**src/rtl/seq_divider_pkg.sv**
```systemverilog
// seq_divider_pkg: shared state encoding and default width for seq_divider.
package seq_divider_pkg;

  // Default divisor / quotient / remainder width; the dividend is twice this.
  localparam int DIV_N = 8;

  // Controller states of the divider.
  typedef enum logic [1:0] {
    IDLE  = 2'd0,
    CHECK = 2'd1,
    ITER  = 2'd2,
    DONE  = 2'd3
  } state_t;

endpackage

```
**src/rtl/seq_divider_div_step.sv**
```systemverilog
// div_step: one combinational radix-2 restoring division step.
// The partial remainder is shifted left with the next dividend bit appended,
// then the divisor magnitude is trial-subtracted. A non-negative result is
// kept and produces a quotient bit of 1; otherwise the shifted value is kept.
module div_step
  import seq_divider_pkg::*;
#(
  parameter int N = DIV_N
) (
  input  logic [N:0]   prem,
  input  logic         din,
  input  logic [N-1:0] dvs,
  output logic [N:0]   prem_next,
  output logic         qbit
);

  logic [N+1:0] shifted;
  logic [N:0]   diff;

  assign shifted = {prem, din};
  // The kept difference is always below dvs, so N+1 bits hold it exactly.
  assign diff    = shifted[N:0] - {1'b0, dvs};
  assign qbit    = (shifted >= {2'b00, dvs});

  assign prem_next = qbit ? diff : shifted[N:0];

endmodule

```
**src/rtl/seq_divider.sv**
```systemverilog
// seq_divider: multi-cycle restoring divider, 2N-bit dividend / N-bit divisor.
// Build option: define SEQ_DIVIDER_SIGNED_EN for two's-complement operands
// (magnitude conversion, sign fix-up and quotient range check); without it
// the operands are unsigned and overflow is only the up-front CHECK test.
// Handshake: start (with dividend/divisor) is accepted only in IDLE; finish
// pulses for one cycle when quotient/remainder/ovf/dz are valid, and those
// results hold until the next accepted start clears them.
module seq_divider
  import seq_divider_pkg::*;
#(
  parameter int N = DIV_N
) (
  input  logic           clk,
  input  logic           rst_n,
  input  logic           start,
  input  logic [2*N-1:0] dividend,
  input  logic [N-1:0]   divisor,
  output logic           finish,
  output logic [N-1:0]   quotient,
  output logic [N-1:0]   remainder,
  output logic           ovf,
  output logic           dz
);

  localparam int            CW       = (N > 1) ? $clog2(N) : 1;
  localparam logic [CW-1:0] CNT_INIT = CW'(N - 1);

  state_t        state_q, state_d;
  logic [CW-1:0] cnt_q;
  // {prem_q, lo_q} is the shifting remainder/dividend pair; quotient bits
  // enter lo_q from the bottom as dividend bits leave from the top.
  logic [N:0]    prem_q;
  logic [N-1:0]  lo_q;
  logic [N-1:0]  dvs_q;
  logic          finish_q, ovf_q, dz_q;
  logic [N-1:0]  quot_q, rem_q;

  logic [N:0]     step_rem;
  logic           step_q;
  logic [2*N-1:0] dvd_abs;
  logic [N-1:0]   dvs_abs;
  logic [N-1:0]   q_mag, q_fix, r_fix;
  logic           range_ovf;
  logic           check_dz, check_ovf, last_step;

  assign check_dz  = (dvs_q == '0);
  assign check_ovf = (prem_q >= {1'b0, dvs_q});
  assign last_step = (cnt_q == '0);
  assign q_mag     = {lo_q[N-2:0], step_q};

  div_step #(.N(N)) u_step (
    .prem      (prem_q),
    .din       (lo_q[N-1]),
    .dvs       (dvs_q),
    .prem_next (step_rem),
    .qbit      (step_q)
  );

`ifdef SEQ_DIVIDER_SIGNED_EN
  localparam logic [N-1:0] MAG_POS = {1'b0, {(N-1){1'b1}}};
  localparam logic [N-1:0] MAG_NEG = {1'b1, {(N-1){1'b0}}};

  logic q_neg_q, r_neg_q;

  // The most negative operands negate onto their own bit pattern, which is
  // exactly the correct unsigned magnitude.
  assign dvd_abs = dividend[2*N-1] ? -dividend : dividend;
  assign dvs_abs = divisor[N-1]    ? -divisor  : divisor;

  assign q_fix     = q_neg_q ? -q_mag : q_mag;
  assign r_fix     = r_neg_q ? -step_rem[N-1:0] : step_rem[N-1:0];
  assign range_ovf = q_neg_q ? (q_mag > MAG_NEG) : (q_mag > MAG_POS);

  // Capture result signs together with the operands.
  always_ff @(posedge clk) begin
    if (!rst_n) begin
      q_neg_q <= 1'b0;
      r_neg_q <= 1'b0;
    end else if (state_q == IDLE && start) begin
      q_neg_q <= dividend[2*N-1] ^ divisor[N-1];
      r_neg_q <= dividend[2*N-1];
    end
  end
`else
  assign dvd_abs   = dividend;
  assign dvs_abs   = divisor;
  assign q_fix     = q_mag;
  assign r_fix     = step_rem[N-1:0];
  assign range_ovf = 1'b0;
`endif

  // State register.
  always_ff @(posedge clk) begin
    if (!rst_n) state_q <= IDLE;
    else        state_q <= state_d;
  end

  // Next-state logic: error checks short-cut straight to DONE.
  always_comb begin
    state_d = state_q;
    case (state_q)
      IDLE:    if (start) state_d = CHECK;
      CHECK:   state_d = (check_dz || check_ovf) ? DONE : ITER;
      ITER:    if (last_step) state_d = DONE;
      DONE:    state_d = IDLE;
      default: state_d = IDLE;
    endcase
  end

  // Datapath: operand capture, restoring iterations, and result registers.
  always_ff @(posedge clk) begin
    if (!rst_n) begin
      cnt_q    <= '0;
      prem_q   <= '0;
      lo_q     <= '0;
      dvs_q    <= '0;
      finish_q <= 1'b0;
      ovf_q    <= 1'b0;
      dz_q     <= 1'b0;
      quot_q   <= '0;
      rem_q    <= '0;
    end else begin
      finish_q <= 1'b0;
      case (state_q)
        IDLE: begin
          if (start) begin
            prem_q <= {1'b0, dvd_abs[2*N-1:N]};
            lo_q   <= dvd_abs[N-1:0];
            dvs_q  <= dvs_abs;
            ovf_q  <= 1'b0;
            dz_q   <= 1'b0;
            quot_q <= '0;
            rem_q  <= '0;
          end
        end
        CHECK: begin
          if (check_dz) begin
            dz_q     <= 1'b1;
            finish_q <= 1'b1;
          end else if (check_ovf) begin
            ovf_q    <= 1'b1;
            finish_q <= 1'b1;
          end else begin
            cnt_q <= CNT_INIT;
          end
        end
        ITER: begin
          prem_q <= step_rem;
          lo_q   <= q_mag;
          if (last_step) begin
            finish_q <= 1'b1;
            ovf_q    <= range_ovf;
            quot_q   <= range_ovf ? '0 : q_fix;
            rem_q    <= range_ovf ? '0 : r_fix;
          end else begin
            cnt_q <= cnt_q - 1'b1;
          end
        end
        default: ;
      endcase
    end
  end

  assign finish    = finish_q;
  assign quotient  = quot_q;
  assign remainder = rem_q;
  assign ovf       = ovf_q;
  assign dz        = dz_q;

endmodule
```
**config.mk**
```make
export PLATFORM = sky130hd
export DESIGN_NAME = seq_divider
export DESIGN_NICKNAME = d
export VERILOG_FILES = /design/src/rtl/seq_divider_pkg.sv /design/src/rtl/seq_divider_div_step.sv /design/src/rtl/seq_divider.sv
export SDC_FILE = /design/constraint.sdc
export NUM_CORES = 1
export LEC_CHECK = 0
export CORE_ASPECT_RATIO = 1.4
export CORE_MARGIN = 2
export CORE_UTILIZATION = 50
export DETAILED_ROUTE_END_ITERATION = 7
export PLACE_DENSITY = 0.77
export REMOVE_ABC_BUFFERS = 1
export SYNTH_ARGS = -nofsm -noshare
export SYNTH_HDL_FRONTEND = slang
export SYNTH_SLANG_ARGS = --single-unit
```
**constraint.sdc**
```tcl
create_clock -name clk -period 4.2 [get_ports clk]
set_input_delay 0.84 -clock clk [delete_from_list [all_inputs] [get_ports clk]]
set_output_delay 0.84 -clock clk [all_outputs]
set_load 0.01 [all_outputs]
```
Fig. 1: run 1, the metal 4 layer
Scale: 4 px per um. Supply wires on this layer in gray.
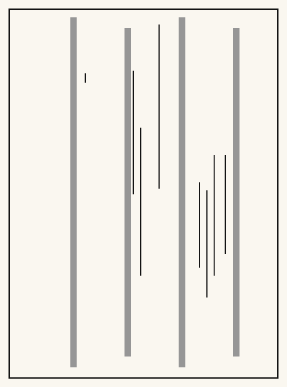
nets with wire on the layer: 8
longest straight run: 40.8 um
main direction: vertical
wire length on this layer: 212 um
share of all routed wire: 3.0%
total length of routed wires: 7162 um
Vias: 2604

Fig. 2: run 1, routed metal per tile
Scale: 4 px per um. 13 x 18 tiles, from white (low) to dark blue (high), scaled to the fullest tile. Values are wire area over tile area, all layers added.
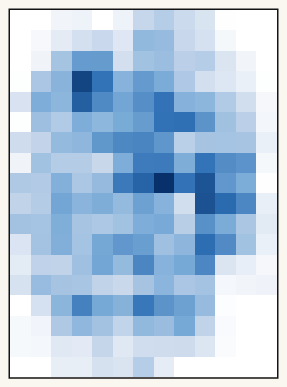
mean over tiles: 0.19
nearly empty tiles: 13%
emptiest ninth of the die: lower right
fullest tile: 0.58
tiles over half the peak: 21%
mean routed wirelength per cell: 16.28 um
total routing resource utilization after global routing: 23.94%

==> run notes, run 1 <==
Figures from the flow reports.

Status:
- The flow ran to the end, and the final reports show no timing, DRC or antenna violations.

Synth:
- Counting instances in the post-synthesis netlist gives the leading cell types as dfxtp_1 (49), nor2_1 (33), a21oi_1 (31), nand2_1 (28), ha_1 (22).
- The area fraction of the largest cell type after synthesis is 35.62%.
- The run gives the number of cells produced by synthesis as 329.
- After synthesis, the share of flip-flops with an asynchronous set or reset is 0%.
- For reference, the top logic cell family by area is AND-OR/OR-AND gates.
- The run gives the most instantiated flip-flop cell in the synthesis netlist as dfxtp_1.
- The run puts the register share after synthesis at 35.62%.
- The run gives the number of cells in the yosys synthesis report as 329.
- The run puts the flip-flop and latch count after synthesis at 49.
- Of all cell types, the one taking the most synthesized area is dfxtp_1.
- The run gives the synthesized-area fraction occupied by xor and xnor cells as 0.6361%.
- The run puts the chip area estimate from yosys synthesis at 2754 um^2.
- The run puts the average cell area after synthesis at 8.370 um^2.
- Yosys mapped a number of flops with a built-in enable equal to 0.
- In this run the cell area of the synthesized design comes to 2754 um^2.
- The run puts the and-or/or-and share of the synthesized area at 25.03%.
- The most frequently used library cell after synthesis is dfxtp_1.

Floorplanning:
- The run puts the area of the die at 6126 um^2.
- The run puts the count of boundary I/O pins at 46.
- The run gives the core outline area as 5405 um^2.
- The run gives the number of placement rows as 32.
- The run puts the share of the core filled by cells before placement at 50.95%.
- The run puts the overall die height at 91.81 um.

Final layout:
- The run gives the antenna diode instance count as 0.
- The run gives the final instance area as 3381 um^2.
- The net count of the finished layout is 421.
- The area growth from synthesis to layout is 22.76%.
- By instance count after routing, the leading logic cell types are dfxtp_1 (49), clkdlybuf4s50_1 (45), nor2_1 (33).

GRT:
- The number of global-route vias before repair is 2392.
- The run puts the global-route track usage on met3 at 2.945%.
- Entering global routing, the biggest net connects 25 pins.
- The run puts the global-route track usage on met1 at 29.76%.
- The first global-routing pass estimated 11330 um of wire.
- The run gives the leftover overflow at the end of global routing as 0.
- The run gives the most congested layer reported by global routing as met2.

Power:
- The run gives the leakage power total as 1.260 nW.
- Power spread over the standard cell area amounts to 745.8 nW/um^2.
- The run puts the peak ir drop on the vdd network at 0.4282 mV.

Clock tree:
- The run puts the clock insertion delay at the later pin of the skew report at 0.30 ns.
- The run gives the TritonCTS buffer count as 5.
- The run gives the post-CTS clock slew at the launch and capture registers of the worst setup and hold paths as 0.09 ns.
- In this run the post-CTS setup repair buffer count came out at 0.
- The run puts the maximum clock insertion buffer count at 2.
- The run puts the number of resized instances in the post-cts repair step at 0.

Timing:
- Setup repair after global routing left no endpoint under its margin.
- The final timing report lists a max-slew violation count of 0.
- The run puts the top achievable clock speed at 312.5 MHz.
- The run puts the number of failing hold endpoints at the final stage at 0.
- In the final timing run, aggregate negative setup slack is 0 ns.
- The run gives the final critical-path setup slack as 0.9999 ns.
- The worst-case max-slew headroom was logged as 33.26%.
- The run puts the number of setup violations in the final report at 0.
- The run gives the final worst clock skew as 0.008544 ns.

Placement:
- The run puts the half-perimeter wire length of the detailed placement result at 5390 um.
- Once placement finished, the instance area stood at 3264 um^2.
- STA on the placed design reports a worst setup slack of 1.032 ns.
- The congestion estimate from routability-driven global placement came to 0.8726.

Routing:
- The routed design shows a via density per instance of 5.918.
- The run puts the count of routing violations after the opening detailed-route iteration at 146.
- The run gives the number of nets with antenna violations after routing as 0.
- The run gives the iteration tally of the first detailed-router pass as 4.
- The run puts the detailed-route DRC error count at 0.

Worst hold path:
- For hold timing, the worst endpoint is dvs_q[5]$_SDFFE_PN0P_.
- STA reports the tightest min-delay check as being of type flop to flop.
- In this run the most critical hold path is launched from dvs_q[5]$_SDFFE_PN0P_.

Setup path:
- Per STA, the worst path is made up of ha_1, inv_1, fa_1, a211oi_4, o21ai_2, a2111oi_4, a21oi_1, a2111oi_1, nor4_1.
- STA puts the critical path data arrival time at 3.39 ns.
- STA lists the endpoint of the worst register-to-register path as prem_q[5]$_SDFFE_PN0P_.
- The critical path is of the flop to flop type.
- The run gives the depth of the worst register-to-register path as 9.
- The run gives the cell with the largest stage delay on the worst path as a2111oi_4.
- The run gives the buffering stage count on the worst path with inverters included as 1.
- The run gives the kind of end point of the critical path as a flop.
- The worst setup path is launched from a flop.
- Looking at the critical path, the highest net fanout was 16.
- The kind of cell with the highest combined delay along the critical path is AND-OR/OR-AND gates.

Run:
- In this run the maximum-capacitance check reported violations numbering 0.
Fig. 3: run 1, zoomed window
Window x 18 to 48, y 13 to 43 um. Cells in gray, sequential cells in the stronger gray; small squares are vias.
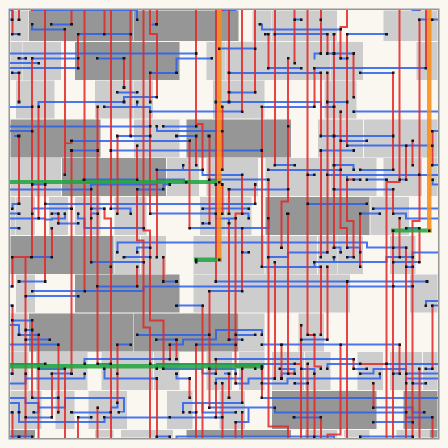
[met4] orange
[met2] red
[met1] blue
[met3] green
most frequent: dfxtp_1 (12), a21oi_1 (6), o21ai_0 (6)
cells with their middle in the window: 68
netlist names of flops here include: remainder (4), lo_q (3), prem_q (3)
sequential cells in the window: 12

Fig. 4: run 1, selected gate families
Scale: 6 px per um.
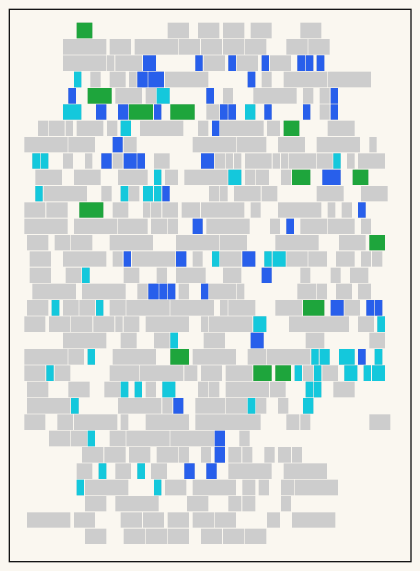
[AND-OR and OR-AND gates] green | cells: 13 | most used: o221a_2
[NAND gates] blue | cells: 50 | most used: nand2_1
[NOR gates] cyan | cells: 47 | most used: nor2_1
fraction of standard cell area in multi-input logic: 48.48%
Final Non-Filler Cells: 440
most numerous logic cell after layout: dfxtp_1

==> run 1: routing by layer <==
metal  vias to the layer above  wire length, um
met5                         -                0
met4                         0              212
met3                        19              291
met2                        70             3611
met1                      1232             3047
li1                       1283                -
==> run 1: area by class of cell <==
class,count,area [um^2],share of cell area (%)
multi-input cells,247,1639,48.48
inverters,17,63.81,1.887
clock buffers,7,86.33,2.554
well taps,68,85.08,2.517
repair buffers,51,495.5,14.66
clock inverters,1,30.03,0.8882
flip-flops and latches,49,980.9,29.02
==> run 1: metrics by stage <==
stage	cells	util, %
after floorplan	313	-
after global placement	432	60.39
after detailed placement	432	60.39
after CTS	440	62.55
after global routing	440	62.55
final	440	62.55
==> run 1: where the power goes <==
group | leakage [nW] | internal [mW] | switching (mW)
registers | 0.400 | 0.578 | 0.107
logic | 0.801 | 0.601 | 0.885
clock network | 0.0585 | 0.194 | 0.157
total | 1.26 | 1.37 | 1.15
==> run 1: how the worst max path moves through the flow <==
stage | from | endpoint | depth (start not counted)
finish | dvs_q[0]$_SDFFE_PN0P_ | prem_q[5]$_SDFFE_PN0P_ | 9
global route | dvs_q[0]$_SDFFE_PN0P_ | prem_q[5]$_SDFFE_PN0P_ | 9
CTS | dvs_q[0]$_SDFFE_PN0P_ | prem_q[5]$_SDFFE_PN0P_ | 9
detailed placement | dvs_q[0]$_SDFFE_PN0P_ | prem_q[5]$_SDFFE_PN0P_ | 9
global placement | dvs_q[0]$_SDFFE_PN0P_ | prem_q[5]$_SDFFE_PN0P_ | 9
floorplan | state_q[0]$_SDFFE_PN0P_ | prem_q[4]$_SDFFE_PN0P_ | 6
==> run 1: state kept, by name, indices dropped and copies added (netlist names) <==
name	cells
prem_q	9
dvs_q	8
lo_q	8
quotient	8
remainder	8
cnt_q	3
state_q	2
dz	1
finish	1
ovf	1
--- run 2 (diff from run 1) ---
- CORE_UTILIZATION: 50 -> 48
- clock period: 4.2 -> 2.8 ns (I/O delays scaled with it)
Fig. 5: run 2, routing congestion map
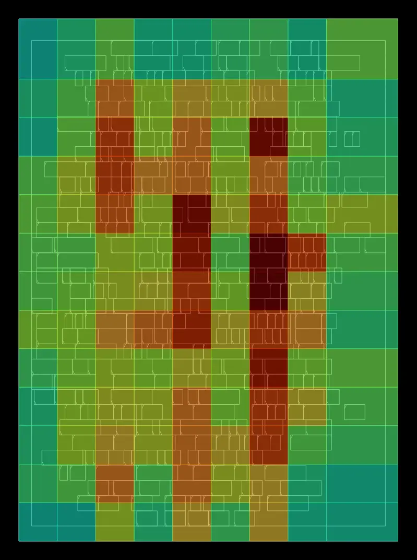
global routing met3 resource utilization: 2.768%
mean routed wirelength per cell: 15.85 um

==> run notes, run 2 <==
Figures from the flow reports.

Status:
- The run finished with clean final reports.

Final layout:
- The run gives the utilization after layout as 61.84% (-0.70 points).
- The run gives the antenna diode instance count as 0 (unchanged).
- The run gives the flip-flop count of the largest register after layout as 9 (unchanged).
- In the layout the commonest cells are dfxtp_1 (49), clkdlybuf4s50_1 (45), nor2_1 (33).
- The number of nets at the end of the flow is 431 (+2.4%).

Placement:
- The post-place setup slack is 0.1327 ns (-0.8989 ns).
- The run puts the half-perimeter wire length of the detailed placement result at 5493 um (+1.9%).
- The run gives the total placed cells including tap cells as 440 (+1.9%).
- The run gives the weighted congestion at the end of routability-driven global placement as 0.9007 (+3.2%).

Power:
- The run puts the part of the power in combinational logic at 62.9% (+4.0 points).
- The run gives the ratio of total power to cell area as 1107 nW/um^2 (+48%).
- The clock share of power was 10.1% (-3.8 points).
- The peak ir drop on the vdd network was 0.6190 mV (+45%).
- The leakage power total was 1.291 nW (+2.5%).
- The run puts the part of the total power dissipated in sequential elements at 27.0% (about the same).
- The cell-internal power was 2.063 mW (+50%).
- The switching power came to 1.720 mW (+50%).

GRT:
- The maximum number of pins on one net before global-route repair came to 24 (-4.0%).
- The number of global-route vias before repair was 2479 (+3.6%).
- The run puts the leftover overflow at the end of global routing at 0 (unchanged).
- The run gives the global-route usage over all layers as 23.84% (-0.091 points).
- The run gives the most congested layer reported by global routing as met2.

Clock tree:
- The run gives the number of resized instances in the post-cts repair step as 0 (unchanged).
- The run gives the maximum clock insertion buffer count as 2 (unchanged).
- For this design, the sink count on the clock tree is 49.
- The run puts the number of buffers added for setup after CTS at 0 (unchanged).
- The run gives the post-CTS clock slew at the launch and capture registers of the worst setup and hold paths as 0.09 ns (about the same).
- The run puts the clock insertion delay at the later pin of the skew report at 0.30 ns (about the same).
- The TritonCTS buffer count is 5 (unchanged).

Synth:
- The run puts the register share after synthesis at 35.62% (unchanged).
- The run gives the async set or reset register ratio after synthesis as 0% (unchanged).
- The run gives the number of cells produced by synthesis as 329 (unchanged).
- Among all flip-flop cells after synthesis, the most frequent one is dfxtp_1.
- The run puts the summed instance area of the synthesized netlist at 2754 um^2 (unchanged).
- The largest total area in the synthesized netlist belongs to dfxtp_1.
- The area share of the leading cell type in the synthesized netlist is 35.62% (unchanged).
- The run gives the flip-flop and latch count after synthesis as 49 (unchanged).
- After synthesis, the most frequently instantiated cells are dfxtp_1 (49), nor2_1 (33), a21oi_1 (31), nand2_1 (28), ha_1 (22).
- The number of cells in the yosys synthesis report is 329 (unchanged).
- The number of synthesized flops with an enable pin came to 0 (unchanged).

Routing:
- The overall via count from detail_route came to 2608 (+0.15%).
- The run gives the met1 wire length as 3030 um (-0.56%).
- The run puts the total length of routed met2 wires at 3635 um (+0.66%).
- Signal nets in the final route climb as high as met4.
- The iteration tally of the first detailed-router pass is 4 (unchanged).
- The run puts the wire length on met3 at 282 um (-3.1%).
- The routed via count divided by cell count was 5.821 (-1.6%).
- The run puts the number of nets with antenna violations after routing at 0 (unchanged).

Timing:
- The run puts the number of max-slew violations in the final report at 0 (unchanged).
- Setup repair after global routing left no endpoint under its margin.
- The final worst clock skew was 0.009167 ns (+0.0006233 ns).
- The final critical-path setup slack is 0.1842 ns (-0.8157 ns).
- The worst path needs 2.616 ns of the cycle, external delays included.
- The run gives the remaining max-slew budget at the tightest pin as 33.94% (+0.67 points).
- The top achievable clock speed was 382.3 MHz (+22%).
- The run puts the number of failing hold endpoints at the final stage at 0 (unchanged).

Setup path:
- The run puts the depth of the worst register-to-register path at 10 (+1).
- The run gives the endpoint of the lowest-slack register-to-register path as prem_q[0]$_SDFFE_PN0P_.
- The run gives the largest fanout of any net on the critical path as 9 (-7).
- For reference, the critical path is launched at dvs_q[0]$_SDFFE_PN0P_.
- The critical path is of the flop to flop type.
- The worst setup path is launched from a flop.
- The worst setup path is captured at a flop.

Floorplanning:
- The count of boundary I/O pins is 46 (unchanged).
- The run gives the core outline area as 5525 um^2 (+2.2%).
- The run gives the share of the core filled by cells before placement as 49.84% (-1.1 points).
- The run gives the number of placement rows as 32 (unchanged).
- The run puts the area of the die at 6368 um^2 (+4.0%).

Run:
- The run puts the max-cap violation count at 0 (unchanged).

Worst hold path:
- The worst hold path terminates at dvs_q[5]$_SDFFE_PN0P_.
- Per the hold report, the tightest min-delay path originates at dvs_q[5]$_SDFFE_PN0P_.
run 2: cell counts after synthesis:
No cell type changed its count.
run 2: cell families (layout without fill, tap and decap cells):
kind of cell / Yosys count / after routing / synth area share, %
buffers and inverters: 33 / 84 / 4.861
adders and majority gates: 23 / 23 / 10.72
xor gates and xnor gates: 2 / 2 / 0.6362
DFF: 49 / 49 / 35.62
muxes: 12 / 12 / 4.362
AOI/OAI and AO/OA: 101 / 101 / 25.03
and+or+nand+nor: 109 / 109 / 18.76
run 2: per-stage QoR:
| stage | instance area (um^2) | power, mW |
|---|---|---|
| 3_5_place_dp | 3324 | 3.316 |
| 6_report | 3417 | 3.783 |
| 4_1_cts | 3398 | 3.707 |
| 2_1_floorplan | 2684 | 2.616 |
| 3_3_place_gp | 3324 | 3.275 |
| 5_1_grt | 3417 | 4.105 |
run 2: area by class of cell:
type | instances | area, um^2 | share of cell area [%]
clock buffer | 5 | 68.82 | 2.014
clock inverter | 1 | 5.005 | 0.1465
inverter | 17 | 63.81 | 1.867
multi-input combinational | 247 | 1639 | 47.97
sequential | 49 | 980.9 | 28.71
tap | 68 | 85.08 | 2.490
timing repair buffer | 61 | 574.3 | 16.81
run 2: critical path: stages, from the launching register on:
cell	delay, ns
dfxtp_1	0.38
ha_1	0.19
inv_1	0.06
fa_1	0.43
a211oi_4	0.34
o21ai_2	0.12
a2111oi_4	0.36
buf_6	0.19
mux2i_1	0.23
mux2i_1	0.10
a21oi_1	0.14
run 2: power groups by stage:
stage	registers, mW	logic (mW)	clock network (mW)
2_1_floorplan	1.00	1.61	0
3_3_place_gp	1.03	2.25	0
3_5_place_dp	1.03	2.28	0
4_1_cts	1.02	2.29	0.394
5_1_grt	1.04	2.65	0.419
6_report	1.02	2.38	0.383
--- run 3 (diff from run 2) ---
- CAP_MARGIN: default -> 5
- CTS_CLUSTER_DIAMETER: default -> 100
Fig. 6: run 3, clock distribution
Scale: 4 px per um.
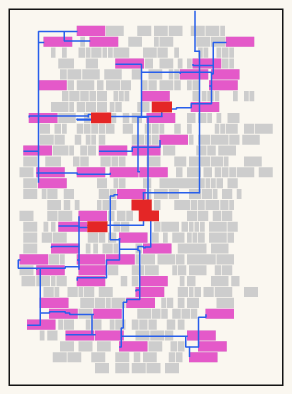
[clock wires] blue | length: 566 um
[flip-flops] magenta | count: 49
[cells driving clock nets] red | count: 5
routed clock nets: 6
Worst Clk Skew: 0.009167 ns
power of the clock network: 383 uW
insertion delay of the later-clocked pin in the worst-skew pair: 0.30 ns
fraction of power consumed by the clock network: 10.1%

==> run notes, run 3 <==
Figures from the flow reports.

Status:
- The run finished with clean final reports.

Floorplanning:
- The run gives the area of the die as 6368 um^2 (unchanged).
- The share of the core filled by cells before placement is 49.84% (unchanged).

Timing:
- Setup repair after global routing left no endpoint under its margin.
- The run gives the number of max-slew violations in the final report as 0 (unchanged).
- The run gives the final critical-path required period as 2.616 ns (unchanged).

Final layout:
- The run puts the number of nets at the end of the flow at 431 (unchanged).
- The run puts the utilization after layout at 61.84% (unchanged).
- The run puts the antenna diode instance count at 0 (unchanged).
- By instance count after routing, the leading logic cell types are dfxtp_1 (49), clkdlybuf4s50_1 (45), nor2_1 (33).
- The flip-flop count of the largest register after layout came to 9 (unchanged).

GRT:
- The run puts the global-route track usage on met3 at 2.768% (unchanged).
- The run puts the number of global-route vias before repair at 2479 (unchanged).
- The run gives the most congested layer reported by global routing as met2.

Routing:
- The run puts the iteration tally of the first detailed-router pass at 4 (unchanged).
- The run puts the met1 wire length at 3030 um (unchanged).
- The run gives the wire length on met3 as 282 um (unchanged).
- The run puts the number of nets with antenna violations after routing at 0 (unchanged).
- The run puts the routed via count divided by cell count at 5.821 (unchanged).
- The run puts the total length of routed met2 wires at 3635 um (unchanged).
- The overall via count from detail_route is 2608 (unchanged).

Setup path:
- The depth of the worst register-to-register path came to 10 (unchanged).
- The largest fanout of any net on the critical path is 9 (unchanged).
- STA classifies the critical path endpoint as a flop.
- The launch point of the critical path was reported as dvs_q[0]$_SDFFE_PN0P_.
- STA classifies the critical path startpoint as a flop.
- The critical path is of the flop to flop type.

Power:
- The switching power came to 1.720 mW (unchanged).
- The part of the total power dissipated in sequential elements was 27.0% (about the same).

Clock tree:
- The run puts the TritonCTS buffer count at 5 (unchanged).
- The run gives the clock net sink count as 49 (unchanged).
- The run puts the maximum clock insertion buffer count at 2 (unchanged).

Worst hold path:
- Looking at the hold checks, the worst path lands on dvs_q[5]$_SDFFE_PN0P_.
- The run gives the hold path startpoint as dvs_q[5]$_SDFFE_PN0P_.

Synth:
- The register share after synthesis was 35.62% (unchanged).
- The run puts the area share of the leading cell type in the synthesized netlist at 35.62% (unchanged).
- The run gives the area fraction in full adders, half adders and majority gates as 10.72% (unchanged).
- The run gives the number of cells in the yosys synthesis report as 329 (unchanged).
- The run gives the most instantiated flip-flop cell in the synthesis netlist as dfxtp_1.
- Yosys reports that the most numerous cell types are dfxtp_1 (49), nor2_1 (33), a21oi_1 (31), nand2_1 (28), ha_1 (22).
- The run gives the number of synthesized flops with an enable pin as 0 (unchanged).
- The run puts the synthesized-area fraction occupied by xor and xnor cells at 0.6361% (unchanged).

Run:
- The run puts the max-cap violation count at 0 (unchanged).

Placement:
- The weighted congestion at the end of routability-driven global placement was 0.9007 (unchanged).
-- run 3: cell counts after synthesis --
Identical to the previous run, type by type.
-- run 3: through the flow --
| stage | worst slack (ns) | instance area, um^2 | hold WS (ns) | power [mW] |
|---|---|---|---|---|
| global route | 0.009351 | 3417 | 0.4990 | 4.105 |
| CTS | 0.1107 | 3398 | 0.4798 | 3.707 |
| finish | 0.1842 | 3417 | 0.4768 | 3.783 |
| detailed placement | 0.1327 | 3324 | 0.4678 | 3.316 |
| global placement | 0.2185 | 3324 | 0.4602 | 3.275 |
| floorplan | -0.07655 | 2684 | 0.4450 | 2.616 |
-- run 3: critical path, cell delays in order, from the launching register on --
cell and delay (ns):
dfxtp_1 0.38, ha_1 0.19, inv_1 0.06, fa_1 0.43, a211oi_4 0.34, o21ai_2 0.12
a2111oi_4 0.36, buf_6 0.19, mux2i_1 0.23, mux2i_1 0.10, a21oi_1 0.14
-- run 3: layout make-up --
| class | count | area (um^2) |
|---|---|---|
| clock inverter | 1 | 5.005 |
| clock buffer | 5 | 68.82 |
| inverter | 17 | 63.81 |
| tap | 68 | 85.08 |
| timing repair buffer | 61 | 574.3 |
| fill | 488 | 2108 |
| sequential | 49 | 980.9 |
| multi-input combinational | 247 | 1639 |
-- run 3: power by group through the flow --
stage | Sequential, mW | Clock, mW | Combinational, mW
final | 1.02 | 0.383 | 2.38
after global routing | 1.04 | 0.419 | 2.65
after CTS | 1.02 | 0.394 | 2.29
after detailed placement | 1.03 | 0 | 2.28
after global placement | 1.03 | 0 | 2.25
after floorplan | 1.00 | 0 | 1.61
-- run 3: what timing repair did --
action | in CTS | in global routing
gates resized | 0 | 1
endpoints found under the hold margin | 0 | 0
hold buffers | 0 | 0
setup buffers | 0 | 2
endpoints found under the setup margin | 0 | 8
Power figures rest on the tool's default switching activity, not on a simulated workload.
